## src/rtl/rvx_board_pkg.sv

```systemverilog
// Shared constants for rvx board tops: run-controller state encoding and button timing defaults.
package rvx_board_pkg;

  localparam logic [1:0] STATE_HOLD         = 2'd0;
  localparam logic [1:0] STATE_WAIT_RELEASE = 2'd1;
  localparam logic [1:0] STATE_RUN          = 2'd2;
  localparam logic [1:0] STATE_HALTED       = 2'd3;

  typedef enum logic [1:0] {
    StHold        = STATE_HOLD,
    StWaitRelease = STATE_WAIT_RELEASE,
    StRun         = STATE_RUN,
    StHalted      = STATE_HALTED
  } run_state_e;

  // 10 ms at 12 MHz
  localparam int unsigned DEFAULT_DEBOUNCE_CYCLES   = 120000;
  localparam int unsigned DEFAULT_SYNC_STAGES       = 2;
  localparam int unsigned DEFAULT_RESET_HOLD_CYCLES = 16;

endpackage

```

## src/rtl/rvx_button_debouncer.sv

```systemverilog
// Synchronizes one asynchronous pushbutton and accepts a level change only after it has been
// stable for DEBOUNCE_CYCLES consecutive cycles.
module rvx_button_debouncer import rvx_board_pkg::*; #(
  parameter int unsigned SYNC_STAGES     = DEFAULT_SYNC_STAGES,
  parameter int unsigned DEBOUNCE_CYCLES = DEFAULT_DEBOUNCE_CYCLES
) (
  input  logic clock,
  input  logic reset,
  input  logic button_in,
  output logic level_out
);

  localparam int unsigned CntW = $clog2(DEBOUNCE_CYCLES + 1);

  logic [SYNC_STAGES-1:0] r_sync;
  logic                   r_level;
  logic [CntW-1:0]        r_count;

  logic w_synced;
  logic w_differ;
  logic w_expire;

  assign w_synced = r_sync[SYNC_STAGES-1];
  assign w_differ = (w_synced != r_level);
  assign w_expire = (r_count == CntW'(DEBOUNCE_CYCLES - 1));

  always_ff @(posedge clock) begin
    if (reset) begin
      r_sync  <= '0;
      r_level <= 1'b0;
      r_count <= '0;
    end else begin
      r_sync <= {r_sync[SYNC_STAGES-2:0], button_in};
      // Any return to the accepted level restarts the stability window.
      if (!w_differ) begin
        r_count <= '0;
      end else if (w_expire) begin
        r_level <= w_synced;
        r_count <= '0;
      end else begin
        r_count <= r_count + CntW'(1);
      end
    end
  end

  assign level_out = r_level;

endmodule

```

## src/rtl/rvx_run_controller.sv

```systemverilog
// Board-level reset/halt sequencer for the rvx core: debounced buttons, stretched core reset and
// a halt toggle, with all outputs registered.
module rvx_run_controller import rvx_board_pkg::*; #(
  parameter int unsigned SYNC_STAGES       = DEFAULT_SYNC_STAGES,
  parameter int unsigned DEBOUNCE_CYCLES   = DEFAULT_DEBOUNCE_CYCLES,
  parameter int unsigned RESET_HOLD_CYCLES = DEFAULT_RESET_HOLD_CYCLES
) (
  input  logic clock,
  input  logic reset,
  input  logic reset_button,
  input  logic halt_button,
  output logic core_reset,
  output logic core_halt,
  output logic running
);

  localparam int unsigned HoldW = (RESET_HOLD_CYCLES > 1) ? $clog2(RESET_HOLD_CYCLES) : 1;

  logic w_rst_level;
  logic w_halt_level;
  logic w_halt_press;
  logic w_hold_done;

  logic             r_halt_prev;
  logic [HoldW-1:0] r_hold_cnt;
  run_state_e       r_state;
  logic             r_core_reset;
  logic             r_core_halt;
  logic             r_running;

  rvx_button_debouncer #(
    .SYNC_STAGES     (SYNC_STAGES),
    .DEBOUNCE_CYCLES (DEBOUNCE_CYCLES)
  ) u_reset_debouncer (
    .clock     (clock),
    .reset     (reset),
    .button_in (reset_button),
    .level_out (w_rst_level)
  );

  rvx_button_debouncer #(
    .SYNC_STAGES     (SYNC_STAGES),
    .DEBOUNCE_CYCLES (DEBOUNCE_CYCLES)
  ) u_halt_debouncer (
    .clock     (clock),
    .reset     (reset),
    .button_in (halt_button),
    .level_out (w_halt_level)
  );

  assign w_halt_press = w_halt_level & ~r_halt_prev;
  assign w_hold_done  = (r_hold_cnt == HoldW'(RESET_HOLD_CYCLES - 1));

  // Outputs are assigned alongside each state transition so they always match the next state.
  always_ff @(posedge clock) begin
    if (reset) begin
      r_state      <= StHold;
      r_hold_cnt   <= '0;
      r_halt_prev  <= 1'b0;
      r_core_reset <= 1'b1;
      r_core_halt  <= 1'b0;
      r_running    <= 1'b0;
    end else begin
      // Edge register follows the level in every state, so presses in HOLD are dropped.
      r_halt_prev  <= w_halt_level;
      r_hold_cnt   <= '0;
      r_core_reset <= 1'b1;
      r_core_halt  <= 1'b0;
      r_running    <= 1'b0;
      unique case (r_state)
        StHold: begin
          if (w_hold_done) begin
            if (w_rst_level) begin
              r_state <= StWaitRelease;
            end else begin
              r_state      <= StRun;
              r_core_reset <= 1'b0;
              r_running    <= 1'b1;
            end
          end else begin
            r_hold_cnt <= r_hold_cnt + HoldW'(1);
          end
        end
        StWaitRelease: begin
          if (!w_rst_level) begin
            r_state <= StHold;
          end
        end
        StRun: begin
          if (w_rst_level) begin
            r_state <= StWaitRelease;
          end else if (w_halt_press) begin
            r_state      <= StHalted;
            r_core_reset <= 1'b0;
            r_core_halt  <= 1'b1;
          end else begin
            r_core_reset <= 1'b0;
            r_running    <= 1'b1;
          end
        end
        StHalted: begin
          if (w_rst_level) begin
            r_state <= StWaitRelease;
          end else if (w_halt_press) begin
            r_state      <= StRun;
            r_core_reset <= 1'b0;
            r_running    <= 1'b1;
          end else begin
            r_core_reset <= 1'b0;
            r_core_halt  <= 1'b1;
          end
        end
        default: begin
          r_state <= StHold;
        end
      endcase
    end
  end

  assign core_reset = r_core_reset;
  assign core_halt  = r_core_halt;
  assign running    = r_running;

endmodule

```

## config.mk

```make
export PLATFORM = sky130hd
export DESIGN_NAME = rvx_run_controller
export DESIGN_NICKNAME = d
export VERILOG_FILES = /design/src/rtl/rvx_board_pkg.sv /design/src/rtl/rvx_button_debouncer.sv /design/src/rtl/rvx_run_controller.sv
export SDC_FILE = /design/constraint.sdc
export NUM_CORES = 1
export LEC_CHECK = 0
export CELL_PAD_IN_SITES_DETAIL_PLACEMENT = 0
export CELL_PAD_IN_SITES_GLOBAL_PLACEMENT = 1
export CORE_MARGIN = 2
export CORE_UTILIZATION = 51
export CTS_CLUSTER_DIAMETER = 60
export CTS_CLUSTER_SIZE = 24
export DETAILED_ROUTE_END_ITERATION = 8
export HOLD_SLACK_MARGIN = 0.02
export PLACE_DENSITY = 0.83
export RECOVER_POWER = 100
export SYNTH_ARGS = -nofsm -noshare
export SYNTH_HDL_FRONTEND = slang
export SYNTH_HIERARCHICAL = 1
export SYNTH_SLANG_ARGS = --single-unit
```

## constraint.sdc

```tcl
create_clock -name clock -period 3.2 [get_ports clock]
set_input_delay 0.8 -clock clock [delete_from_list [all_inputs] [get_ports clock]]
set_output_delay 0.8 -clock clock [all_outputs]
set_load 0.01 [all_outputs]
```

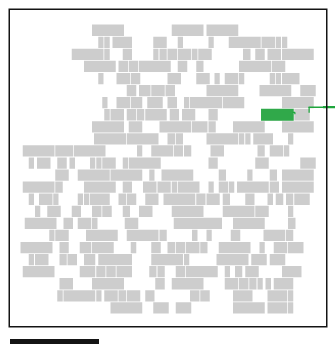
*Port wiring, run 1*
Scale bar: 20 µm.
- `running`: green (bits 1; direction output; end cells 1; buffers 1; wire 5.40 µm)
I/O pin cnt: 7
port bufs: 6

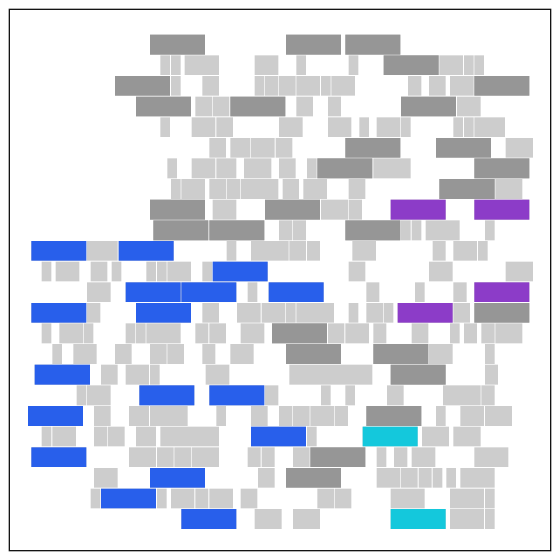
*Sequential cells grouped by signal name, run 1*
- `r_hold_cnt`: purple (placed flops 4; where east)
- `r_state`: cyan (placed flops 2)
- `u_halt_debouncer/r_count`: blue (placed flops 17)
- not coloured: 27
Core Util, Final: 0.556
register area: 1000 µm²
Seq area share: 0.414
seq pwr: 672 µW

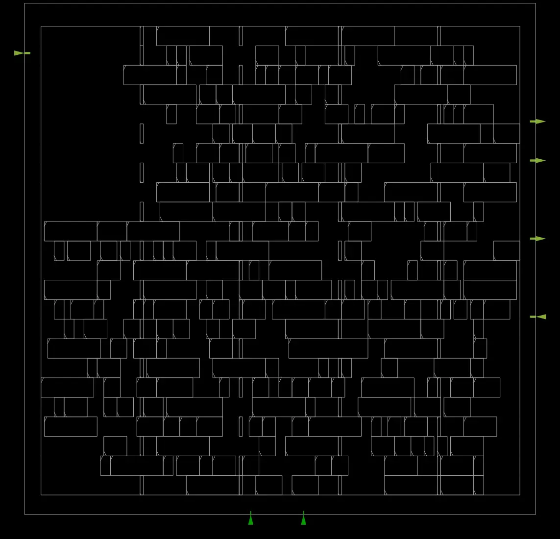
*Placement view, run 1*
fillers: 422
# Taps: 52
# rows: 24
CORE AREA: 4350 µm²

==> job_summary.md, run 1 <==
### Yosys + OpenROAD results

| Metric | Value |
|---|---|
| Status | `complete, no violations` |
| Worst Setup Slack, final | `0.931 ns` |
| Full die area | `slightly above 5000 µm²` |
| Total power | `1250 µW` |
| Gr ovfl total | `0` |
| Cell family with most CP delay | `buffers and inverters` |
| Multi-input gates | `173` |
| Min-delay src | `u_reset_debouncer/r_sync[0]$_SDFF_PP0_` |
| Final clock-cell share | `0.0471` |
| Grt met3 use | `0.0385` |
| Ys Warns | `6` |
| Aoi share | `0.0804` |
| Maximum root-to-sink buffer count | `2` |
| Worst vdd ir | `0.269 mV` |
| Log Warnings | `29` |
| CP bufs+invs | `1` |
| Avg WL per Cell | `12.4 µm` |
| Top cell excl fill/tap | `dfxtp_1` |
| Placer congestion estimate | `slightly below 0.8` |
| Cell-internal power | `948 µW` |
| Library cells used by synthesis | `about 40` |
| Post-synthesis sequential area ratio | `0.435` |
| NetSw | `307 µW` |
| Most common reg cell | `dfxtp_1` |
| Reg2reg end | `u_reset_debouncer/r_count[4]$_SDFF_PP0_` |
| Simple-Gate Area Share | `0.275` |
| Routed vias/inst | `between 5 and 6` |
| Crit path max fanout | `17` |
| Worst R2R Start | `u_reset_debouncer/r_count[0]$_SDFF_PP0_` |
| Most area-hungry cell type in the Yosys netlist | `dfxtp_1` |
| Fin nets | `256` |
| Syn Area/Cell | `9.52 µm²` |
| MI comb area | `1150 µm²` |
| Yosys chip area | `between 2000 and 2500 µm²` |
| Met2 Resource Use GR | `0.241` |
| Top Consumer | `registers` |
| Final period util | `0.709` |
| CP Capture Type | `register` |
| Clk ins delay skew pair | `0.30 ns` |
| CTS H-tree depth | `2` |
| Synth Cell Area | `~2300 µm²` |
| RSZ-0062 raised after global routing | `false` |
| GRT Util Overall | `0.160` |
| Most common cell in the netlist | `dfxtp_1` |
| Switching Share | `0.245` |
| Cell Chain, Critical Path | `dlygate4sd3_1 -> nor2_1 -> o21ai_1 -> nor2_1` |
| Comb area share | `0.474` |
| Placed cell areas | `2350 µm²` |
| First-pass GRT wire length | `6530 µm` |
| DP HPWL | `around 2400 µm` |
| CP max stage delay | `0.75 ns` |
| Non-Clock Buffer Area Fraction | `0.0264` |
| Crit path max-delay cell type | `dlygate4sd3_1` |
| Leak | `0.000859 µW` |
| Yosys cell count | `242` |
| Clock slew at reported path FFs | `0.09 ns` |
| Ant. Diodes | `0` |
| CP Data Arrival Time | `2.41 ns` |
| Num CTS Buffers | `5` |
| Gate Count Post-Synth | `approximately 240` |
| Flop count | `50` |
| Clock skew | `0.00542 ns` |
| FMAX | `441 MHz` |
| Top comb family, area | `simple AND/OR/NAND/NOR gates` |
| CTS Hold Bufs | `0` |
| Max-cap violations | `0` |
| DRC Markers | `0` |
| Tmin final | `2.27 ns` |
| Comb power frac | `0.110` |
| Mapped Nets | `253` |
| Slew of the pin with the lowest slew margin | `1.21 ns` |
| Clk pwr | `444 µW` |
| Final setup fails | `0` |
| Synth flops | `50` |
| Top-area cell share | `0.435` |
| Synthesis-to-layout area growth | `5.05%` |
| Fin cells | `between 200 and 300` |
| Die Wd | `71.2 µm` |
| Top cells by count, synth | `dfxtp_1, nor2_1, xor2_1, nand4_1, nand3_1` |
| Met2 WL | `1550 µm` |
| CTS tree | `done` |
| Finished Cell Area | `2420 µm²` |
| Buffers excl. clock | `7` |
| M1 GR Usage | `0.223` |
| Largest registers | `u_halt_debouncer/r_count x17, u_reset_debouncer/r_count x17, r_hold_cnt x4` |
| Drt first-iter violations | `roughly 55` |
| # clk buffers | `5` |
| Most instantiated logic cells after routing | `dfxtp_1, nor2_1, xor2_1, nand4_1, nand3_1` |
| Grt peak-use layer | `met2` |
| Worst min path class | `register to register` |
| Ys async rst share | `0` |
| Final wirelength | `around 3700 µm` |
| Largest net degree at the start of global routing | `18` |
| Max-slew violation count | `0` |
| Metal3 WL | `79 µm` |
| Worst hold margin | `about 0.46 ns` |
| Initial antenna violation count | `0` |
| Post-cts repair resize count | `0` |
| Crit path kind | `input pin to register` |
| Flop pwr share | `0.535` |
| XORs/XNORs by Area | `0.114` |
| Post-synth area hogs | `dfxtp_1, xor2_1, nor2_1` |
| Dpl cells | `290` |
| Post-Synth Adder-Cell Area | `0.0380` |
| Vias in the first global route | `about 1500` |
| WL met1 | `2020 µm` |
| Root Buffer | `clkbuf_8` |
| Worst Setup SP | `reset` |
### Metal 2, run 1

Scale bar: 20 µm.
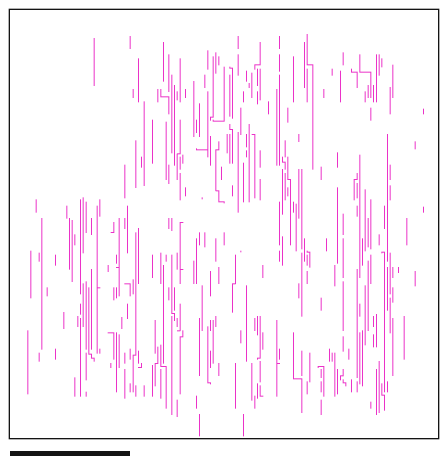

==> run 1 -> run 2 <==
CORE_UTILIZATION = 43   (was 51)
PLACE_DENSITY = 0.75   (was 0.83)
clock period = 1.8 ns   (was 3.2 ns; I/O delays follow)
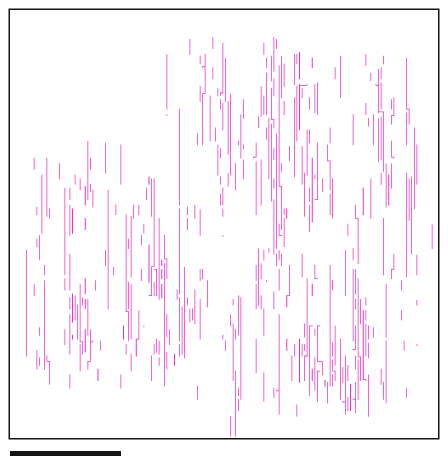
*Metal 2, run 2*
Scale bar: 20 µm.
- share of all routed wire: 45%
- longest straight run: 22.1 µm

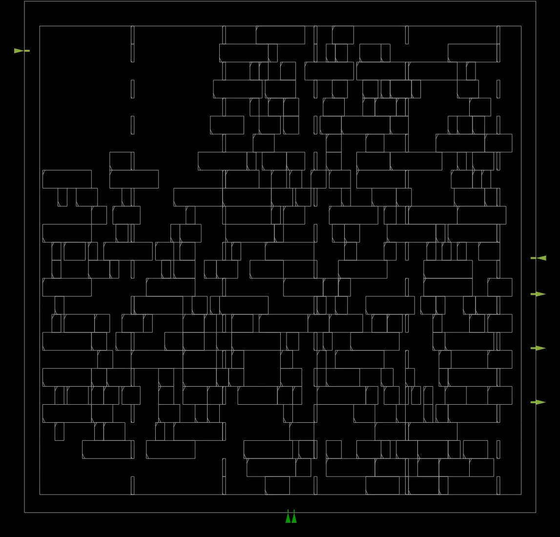
*Placement view, run 2*
Core Util, Final: 0.487
Seq area share: 0.400
fillers: 535
CORE AREA: 5140 µm²
# rows: 26

==> run 2 against run 1 <==
Effect of this change:
- clock power rose by 67%
- via count rose by 5.1%
- global-route usage fell by 1.7 points
- wire length rose by 4.6%
- worst hold slack got worse by 0.0039 ns
- critical path type is now register to output pin
- die area rose by 18%
- worst setup slack got worse by 0.77 ns
==> job_summary.md, run 2 <==
### Yosys + OpenROAD results

| Metric | Value |
|---|---|
| Seq pwr | `1190 µW` |
| Ys async rst share | `0` |
| XORs/XNORs by Area | `0.114` |
| Top comb family, area | `simple AND/OR/NAND/NOR gates` |
| CTS tree | `done` |
| Clock slew at reported path FFs | `0.08 ns` |
| Crit path kind | `register to output pin` |
| Cell family with most CP delay | `buffers and inverters` |
| Synth Cell Area | `between 2000 and 2500 µm²` |
| Buffers excl. clock | `12` |
| DP HPWL | `approximately 2700 µm` |
| Min-delay src | `u_halt_debouncer/r_count[0]$_SDFF_PP0_` |
| WL met1 | `between 1500 and 2000 µm` |
| Crit path max fanout | `1` |
| FMAX | `608 MHz` |
| Fin cells | `321` |
| Most area-hungry cell type in the Yosys netlist | `dfxtp_1` |
| CP Data Arrival Time | `1.19 ns` |
| Comb power frac | `0.116` |
| Num CTS Buffers | `5` |
| Top cells by count, synth | `dfxtp_1, nor2_1, xor2_1, nand4_1, nand3_1` |
| Log Warnings | `29` |
| Most common reg cell | `dfxtp_1` |
| Cell Chain, Critical Path | `dlygate4sd3_1` |
| Register area | `1000 µm²` |
| NetSw | `around 530 µW` |
| Finished Cell Area | `2500 µm²` |
| Largest net degree at the start of global routing | `18` |
| RSZ-0062 raised after global routing | `false` |
| Initial antenna violation count | `0` |
| Switching Share | `0.241` |
| Fin nets | `261` |
| # Taps | `70` |
| Flop pwr share | `0.545` |
| Mapped Nets | `approximately 250` |
| Met2 Resource Use GR | `0.215` |
| Reg2reg end | `u_halt_debouncer/r_count[8]$_SDFF_PP0_` |
| Comb area share | `0.470` |
| Gate Count Post-Synth | `242` |
| Gr ovfl total | `0` |
| CTS Hold Bufs | `0` |
| Clk pwr | `742 µW` |
| Port bufs | `6` |
| Maximum root-to-sink buffer count | `2` |
| Dpl cells | `313` |
| CP bufs+invs | `1` |
| Multi-input gates | `173` |
| Grt peak-use layer | `met2` |
| Die Wd | `77.2 µm` |
| Grt met3 use | `0.0353` |
| Metal3 WL | `91 µm` |
| Final clock-cell share | `0.0440` |
| Status | `complete, no violations` |
| Slew of the pin with the lowest slew margin | `0.470 ns` |
| Final wirelength | `3860 µm` |
| Aoi share | `0.0804` |
| Clock skew | `0.00874 ns` |
| GRT Util Overall | `0.143` |
| Top Consumer | `registers` |
| Clk ins delay skew pair | `roughly 0.3 ns` |
| Worst vdd ir | `about 0.38 mV` |
| Syn Area/Cell | `9.52 µm²` |
| Max-cap violations | `0` |
| Worst Setup SP | `core_reset$_SDFF_PP1_` |
| Routed vias/inst | `approximately 5.1` |
| Avg WL per Cell | `12.0 µm` |
| M1 GR Usage | `0.195` |
| Worst R2R Start | `u_halt_debouncer/r_count[10]$_SDFF_PP0_` |
| Leak | `0.000910 µW` |
| Most common cell in the netlist | `dfxtp_1` |
| Post-synthesis sequential area ratio | `0.435` |
| Max-slew violation count | `0` |
| Ant. Diodes | `0` |
| Top-area cell share | `0.435` |
| Cell-internal power | `1660 µW` |
| DRC Markers | `0` |
| Simple-Gate Area Share | `0.275` |
| CTS H-tree depth | `2` |
| I/O pin cnt | `7` |
| Flop count | `50` |
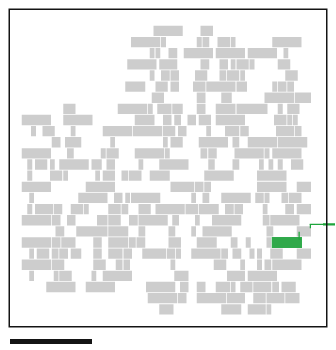
*Port wiring, run 2*
Scale bar: 20 µm.
- `running`: green (bits 1; direction output; end cells 1; buffers 1; wire 6.50 µm)

### Sequential cells grouped by signal name, run 2

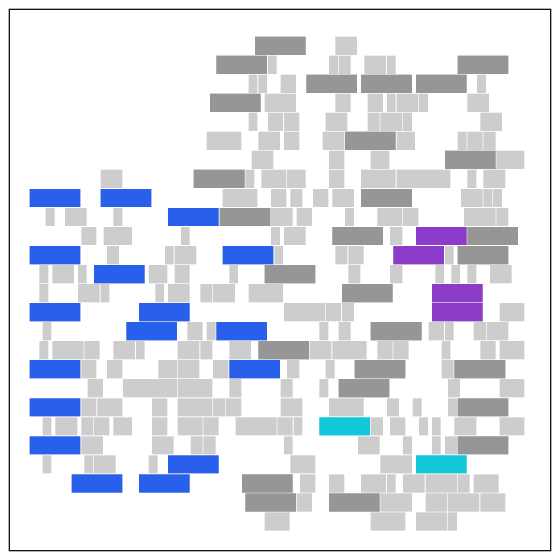

==> run 2 -> run 3 <==
CORE_UTILIZATION = 44   (was 43)
DONT_BUFFER_PORTS = 1   (was unset)
PLACE_DENSITY = 0.74   (was 0.75)
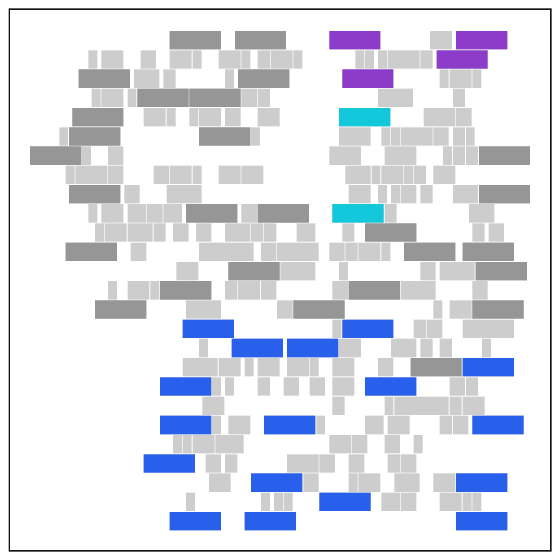
*Sequential cells grouped by signal name, run 3*
- `u_halt_debouncer/r_count`: blue (placed flops 17)
- `r_hold_cnt`: purple (placed flops 4; where north-east)
- `r_state`: cyan (placed flops 2)
- not coloured: 27

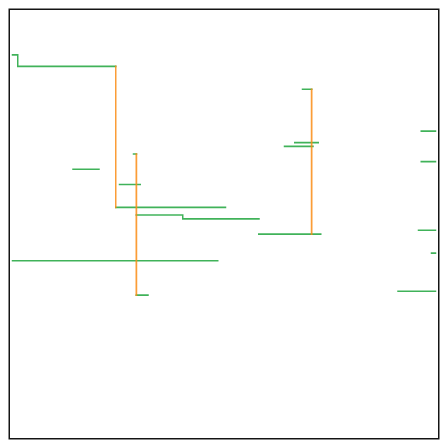
*Wiring by layer, run 3*
Only two layers are drawn.
- M3: green (wire length 147 µm)
- M4: orange (wire length 76.2 µm)
routed vias: 1573
Avg WL per Cell: 11.5 µm
GRT Util Overall: 0.140
final wirelength: 3590 µm

==> run 3 against run 2 <==
Effect of this change:
- wire length shrank 7.1%
- design area shrank 3.7%
- die area shrank 2.2%
- first-iteration DRC count shrank 61%
- clock skew shrank 0.0021 ns
- highest routed layer unchanged
==> job_summary.md, run 3 <==
### Yosys + OpenROAD results

| Metric | Value |
|---|---|
| Syn Area/Cell | `9.52 µm²` |
| DP HPWL | `2440 µm` |
| Clk pwr | `636 µW` |
| Flop count | `50` |
| Top Consumer | `registers` |
| Final period util | `0.871` |
| CP bufs+invs | `1` |
| Crit path kind | `register to register` |
| Worst min path class | `input pin to register` |
| Post-Synth Adder-Cell Area | `0.0380` |
| Largest registers | `u_halt_debouncer/r_count x17, u_reset_debouncer/r_count x17, r_hold_cnt x4` |
| Worst R2R Start | `u_reset_debouncer/r_count[2]$_SDFF_PP0_` |
| Largest net degree at the start of global routing | `18` |
| Grt met3 use | `0.0415` |
| Reg2reg end | `u_reset_debouncer/r_count[7]$_SDFF_PP0_` |
| Gate Count Post-Synth | `242` |
| Clk ins delay skew pair | `~0.3 ns` |
| Max-slew violation count | `0` |
| Ant. Diodes | `1` |
| Most area-hungry cell type in the Yosys netlist | `dfxtp_1` |
| Worst hold margin | `between 0.2 and 0.25 ns` |
| Register area | `around 1000 µm²` |
| Aoi share | `0.0804` |
| Multi-input gates | `around 170` |
| Ys async rst share | `0` |
| CP Capture Type | `register` |
| Met2 WL | `1460 µm` |
| Flop pwr share | `0.590` |
| Fillers | `roughly 490` |
| Placed cell areas | `about 2400 µm²` |
| CORE AREA | `5070 µm²` |
| Top cell excl fill/tap | `dfxtp_1` |
| Top comb family, area | `simple AND/OR/NAND/NOR gates` |
| Top-area cell share | `0.435` |
| # rows | `26` |
| Routed vias/inst | `5.04` |
| Synth Cell Area | `about 2300 µm²` |
| Dpl cells | `305` |
| Comb area share | `0.483` |
| Yosys chip area | `around 2300 µm²` |
| Root Buffer | `clkbuf_8` |
| Crit path max fanout | `17` |
| Library cells used by synthesis | `40` |
| Metal3 WL | `146 µm` |
| I/O pin cnt | `7` |
| Post-cts repair resize count | `0` |
| First-pass GRT wire length | `6610 µm` |
| FMAX | `638 MHz` |
| NetSw | `493 µW` |
| Drt first-iter violations | `51` |
| Slew of the pin with the lowest slew margin | `0.369 ns` |
| CTS Hold Bufs | `0` |
| Most instantiated logic cells after routing | `dfxtp_1, nor2_1, xor2_1, nand4_1` |
| Non-Clock Buffer Area Fraction | `0.0176` |
| Cell family with most CP delay | `simple AND/OR/NAND/NOR gates` |
| # Taps | `70` |
| Maximum root-to-sink buffer count | `2` |
| Status | `complete, no violations` |
| Most common reg cell | `dfxtp_1` |
| Cell-internal power | `1550 µW` |
| Port bufs | `0` |
| Most common cell in the netlist | `dfxtp_1` |
| M1 GR Usage | `0.188` |
| Max-cap violations | `0` |
| Final clock-cell share | `0.0343` |
| CTS H-tree depth | `2` |
| Buffers excl. clock | `4` |
| Comb power frac | `0.098` |
| Min-delay src | `reset` |
| Clock skew | `around 0.0066 ns` |
| CP max stage delay | `0.42 ns` |
| Synthesis-to-layout area growth | `4.67%` |
| Vias in the first global route | `1507` |
| MI comb area | `1160 µm²` |
| Tmin final | `1.57 ns` |
| Finished Cell Area | `2410 µm²` |
| Initial antenna violation count | `1` |
| Core Util, Final | `0.475` |
| Grt peak-use layer | `met2` |
| Final setup fails | `0` |
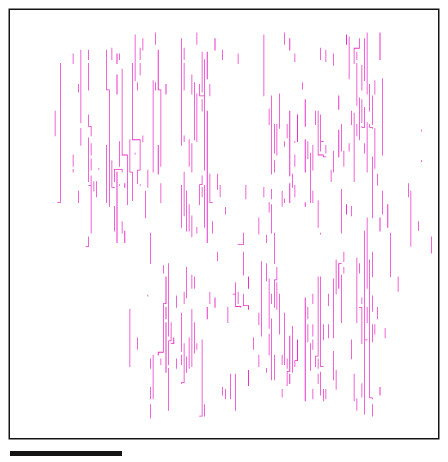
*Metal 2, run 3*
Scale bar: 20 µm.
- nets with wire on the layer: 196
- share of all routed wire: 41%
met2 Resource Use GR: 0.204

No activity file was given, so power comes from the tool's default toggle rates.
